==> config.mk <==
export PLATFORM = sky130hd
export DESIGN_NAME = cache_miss_ctrl
export DESIGN_NICKNAME = d
export VERILOG_FILES = /design/src/rtl/cache_miss_ctrl.sv
export SDC_FILE = /design/constraint.sdc
export NUM_CORES = 1
export LEC_CHECK = 0
export CAP_MARGIN = 15
export CORE_ASPECT_RATIO = 1.75
export CORE_MARGIN = 4
export CORE_UTILIZATION = 51
export CTS_CLUSTER_SIZE = 25
export DETAILED_ROUTE_END_ITERATION = 8
export GPL_TIMING_DRIVEN = 0
export PLACE_DENSITY_LB_ADDON = 0.2
export SYNTH_ARGS = -nofsm -noshare
export SYNTH_HDL_FRONTEND = slang
export SYNTH_SLANG_ARGS = --single-unit
==> constraint.sdc <==
create_clock -name clk -period 11.4 [get_ports clk]
set_input_delay 2.28 -clock clk [delete_from_list [all_inputs] [get_ports clk]]
set_output_delay 2.28 -clock clk [all_outputs]
set_load 0.05 [all_outputs]
### Placement view, run 1

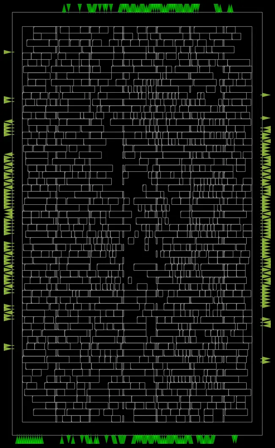
post-layout utilization of the core: 0.723
Layout Cells excl Fill: 1,124
core footprint: 15,500 sq um
# fillers: 1,125

### Cell sizes after repair, run 1

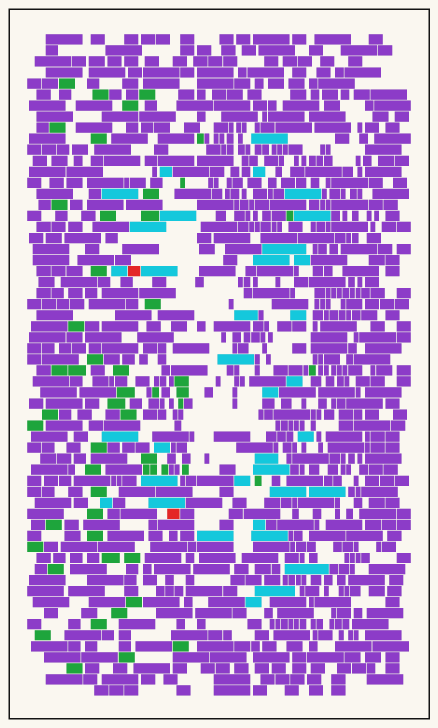
| color | size | cells |
|---|---|---|
| cyan | x6 and larger | 35 |
| red | x3 and x4 | 2 |
| green | x2 | 53 |
| purple | x1 and smaller | 847 |
final instance area: 11,200 sq um
Setup WS post-layout: 6.93 ns
Signal buffers: 269

### Placed cells, one color a class, run 1

Fill, decap, tap and diode cells in gray.
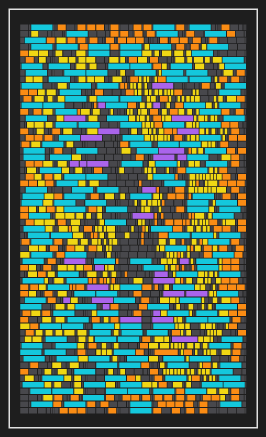
| color | class | cells |
|---|---|---|
| cyan | registers | 194 |
| yellow | remaining logic cells | 443 |
| purple | clock drivers and dummy loads | 31 |
| orange | remaining buffers and delay cells | 269 |
Cell Rows: 60
flop share of the area: 0.434

### Nets reached from selected ports, run 1

Bar = 20 microns.
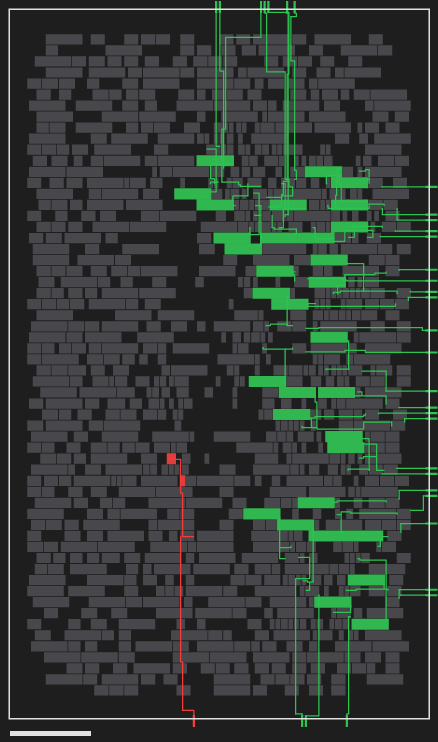
| color | port | bits | direction | edge | end cells | buffers | wire |
|---|---|---|---|---|---|---|---|
| red | `i_evict` | 1 | input | south | 2 | 1 | 73.2 microns |
| green | `o_memory_line` | 32 | output | 22 east, 7 north, 3 south | 32 | 32 | 1,230 microns |
# port buffers: 221
num ports: 234

==> run_results.csv, run 1 <==
group,metric,value,unit
logic_synthesis,ys_ff,194,
final_timing,fin_hold_ws,0.501,ns
global_route,grt_pass1_wl,34.5,mm
layout,lay_top_cells,"clkdlybuf4s50_1 (221), dfrtp_1 (194), nand2_1 (68)",
logic_synthesis,synth.distinct_cells,34,
detailed_routing,route.met2.wl,12.7,mm
logic_synthesis,synthTopCellsByCount,"dfrtp_1 (194), nand2_1 (68), mux2_1 (49)",
flow_run,cap_violations,0,
pwr,power.internal,1.77,mW
logic_synthesis,synth-async-reset-ratio,1.00,
logic_synthesis,synthCells,684,
detailed_routing,drt_first_pass_iters,4,
place,placed_area,10600,sq um
layout,comb_share,0.257,
global_route,grt_max_degree,108,
status,status,"finished clean",
final_timing,rsz0062_at_grt,"false",
layout,logic_gate_count,406,
layout,diodes,1,
critical_path,cp-end-kind,"register",
final_timing,max_freq,224,MHz
critical_path,critPathBufInv,2,
place,dp_hpwl,16.7,mm
global_route,overflow,0,
logic_synthesis,netlist_area,8080,sq um
die,initCoreUtil,0.523,
critical_path,path_delay_family,"simple AND/OR/NAND/NOR gates",
critical_path,cp-start-kind,"input port",
clock_tree,cts_tree,"done",
clock_tree,root_buffer,"clkbuf_16",
place,pre_cts_slack,6.51,ns
die,die_y,175,microns
detailed_routing,post-route-drc-count,0,
critical_path,rr_worst_depth,6,
layout,area_growth_syn_to_layout,38.3,%
final_timing,clock-skew-final,0.0136,ns
detailed_routing,vias_per_cell,5.41,
pwr,clockPowerShare,0.206,
final_timing,relSlewSlack,0.531,
pwr,pg_seq,1.08,mW
hold_path,worstHoldPathCells,1,
layout,nClkBuffers,17,
global_route,grt_use_total,0.250,
global_route,grtUsageMet2,0.474,
pwr,peakVddDrop,169,uV
clock_tree,path_clk_slew,0.07,ns
global_route,grtUsageMet1,0.268,
global_route,grt_busiest_layer,"met2",
logic_synthesis,syn-mean-instance-area,11.8,sq um
global_route,grt_antenna_before_repair,0,
final_timing,worstMarginPinSlew,0.701,ns
clock_tree,clock_path_buffers,2,
final_timing,period_used_share,0.392,
pwr,p_seq_frac,0.357,
place,gp_congestion,0.854,
detailed_routing,drtIter0Drc,166,
detailed_routing,wl,22.0,mm
clock_tree,cts_resized,0,
logic_synthesis,area_leaders,"dfrtp_1 (60%), mux2_1 (6.8%), mux2_2 (4.9%)",
pwr,p_comb,1.32,mW
critical_path,worst-r2r-setup-slack,8.79,ns
critical_path,cpPeakStageDelay,0.49,ns
global_route,grtUsageMet3,0.0534,
logic_synthesis,synth-main-ff-cell,"dfrtp_1",
pwr,switchingPower,1.25,mW
pwr,swShare,0.414,
layout,nNonClkInverters,37,
critical_path,critPathArrivalTime,4.78,ns
clock_tree,cts_buffers,17,
clock_tree,htreeDepth,4,
detailed_routing,wl_met1,7.74,mm
logic_synthesis,yosysCellCount,684,
die,die_w,103,microns
logic_synthesis,synth_top_cell_by_area,"dfrtp_1",
die,dieArea,18000,sq um
logic_synthesis,top_cell,"dfrtp_1",
detailed_routing,route.met3.wl,1.28,mm
layout,flop_area,4850,sq um
layout,largest_class,"flip-flops and latches",
critical_path,cp_max_fo,10,
logic_synthesis,top_area_frac,0.601,
layout,clkCellAreaFrac,0.0551,
logic_synthesis,synth.logic.top_family,"simple AND/OR/NAND/NOR gates",
detailed_routing,antenna_left,0,
layout,final_common_cell,"clkdlybuf4s50_1",
layout,buf_share,0.220,
layout,logic_area,2870,sq um
critical_path,critPathRequiredTime,11.71,ns
==> inputs of run 2 (changes only) <==
CORE_UTILIZATION = 48   (was 51)
clock period = 4.2 ns   (was 11.4 ns; I/O delays follow)
### Wiring by layer, run 2

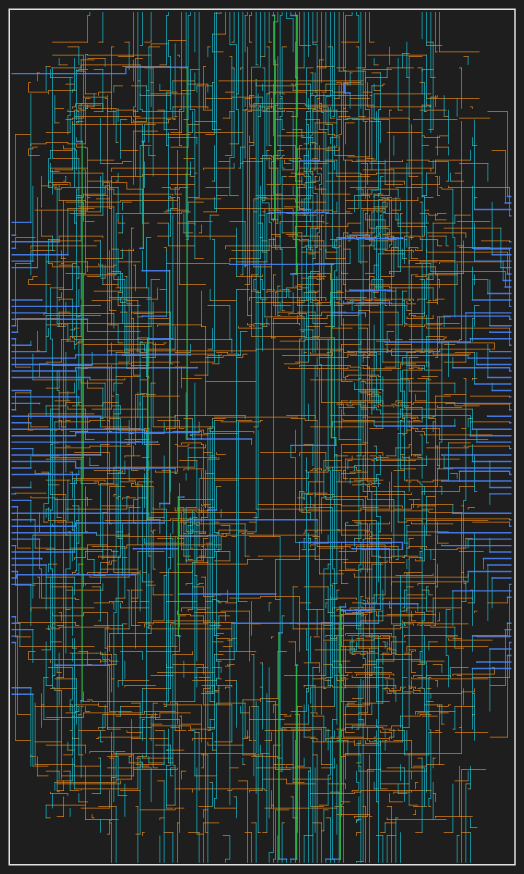
| color | layer | wire length |
|---|---|---|
| cyan | M2 | 11,900 microns |
| orange | M1 | 7,720 microns |
| green | M4 | 612 microns |
| blue | M3 | 1,380 microns |
routed len/inst: 18.5 microns
wirelength, routed: 21.6 mm

### Placement view, run 2

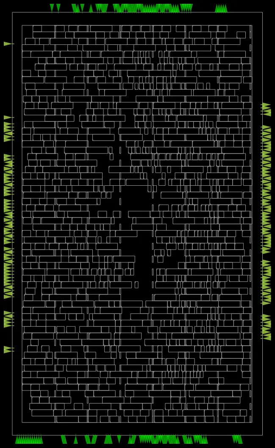
post-layout utilization of the core: 0.687
flip-flops: 194
core footprint: 16,400 sq um
Cell Rows: 62
Layout Cells excl Fill: 1,166

### Cell sizes after repair, run 2

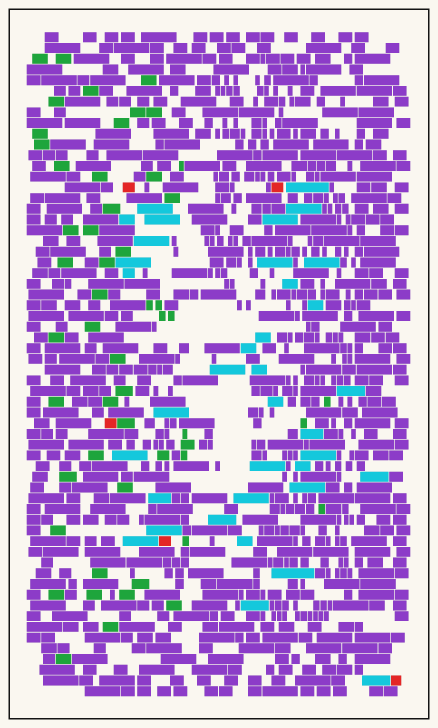
| color | size | cells |
|---|---|---|
| purple | x1 and smaller | 848 |
| red | x3 and x4 | 5 |
| green | x2 | 53 |
| cyan | x6 and larger | 36 |
Signal buffers: 273
Setup WS post-layout: 1.23 ns
final instance area: 11,300 sq um
Layout area overhead: 39.8%

==> run_results.csv, run 2 <==
group,metric,value,unit
status,status,"finished clean",
layout,logic_gate_count,406,
global_route,grt_use_total,0.230,
critical_path,path_delay_family,"simple AND/OR/NAND/NOR gates",
pwr,swShare,0.414,
clock_tree,cts_resized,0,
detailed_routing,post-route-drc-count,0,
clock_tree,cts_tree,"done",
layout,comb_share,0.254,
layout,buf_share,0.224,
layout,final_common_cell,"clkdlybuf4s50_1",
critical_path,critPathRequiredTime,4.51,ns
place,gp_congestion,0.837,
logic_synthesis,synth-main-ff-cell,"dfrtp_1",
final_timing,clock-skew-final,0.0148,ns
die,dieArea,19100,sq um
layout,nClkBuffers,18,
logic_synthesis,synthCells,684,
pwr,switchingPower,3.39,mW
logic_synthesis,top_cell,"dfrtp_1",
hold_path,worstHoldPathCells,1,
critical_path,cp-start-kind,"input port",
critical_path,worst-r2r-setup-slack,1.65,ns
detailed_routing,drt_first_pass_iters,6,
pwr,pg_seq,2.91,mW
pwr,p_seq_frac,0.356,
layout,diodes,0,
logic_synthesis,synth-async-reset-ratio,1.00,
detailed_routing,vias_per_cell,5.11,
pwr,peakVddDrop,429,uV
detailed_routing,wl_met1,7.72,mm
final_timing,period_used_share,0.708,
place,placed_area,10700,sq um
layout,nNonClkInverters,37,
clock_tree,root_buffer,"clkbuf_16",
clock_tree,htreeDepth,4,
logic_synthesis,ys_ff,194,
global_route,grt_busiest_layer,"met2",
layout,largest_class,"flip-flops and latches",
layout,lay_top_cells,"clkdlybuf4s50_1 (221), dfrtp_1 (194), nand2_1 (68)",
logic_synthesis,netlist_area,8080,sq um
place,dp_hpwl,16.4,mm
critical_path,critPathBufInv,2,
clock_tree,cts_buffers,17,
global_route,overflow,0,
global_route,grt_pass1_wl,34.3,mm
detailed_routing,drtIter0Drc,236,
layout,logic_area,2870,sq um
logic_synthesis,synthTopCellsByCount,"dfrtp_1 (194), nand2_1 (68), mux2_1 (49)",
logic_synthesis,synth.logic.top_family,"simple AND/OR/NAND/NOR gates",
layout,seq-cell-share,0.430,
place,pre_cts_slack,0.731,ns
global_route,grtUsageMet2,0.426,
critical_path,cpPeakStageDelay,0.51,ns
critical_path,critPathArrivalTime,3.28,ns
final_timing,worstMarginPinSlew,0.760,ns
pwr,power.internal,4.80,mW
logic_synthesis,synth_top_cell_by_area,"dfrtp_1",
logic_synthesis,synth.distinct_cells,34,
final_timing,relSlewSlack,0.491,
detailed_routing,route.met3.wl,1.38,mm
layout,fillCellCount,1285,
global_route,grtUsageMet3,0.0542,
final_timing,rsz0062_at_grt,"false",
die,die_w,106,microns
flow_run,cap_violations,0,
Power and IR drop assume default switching activity.
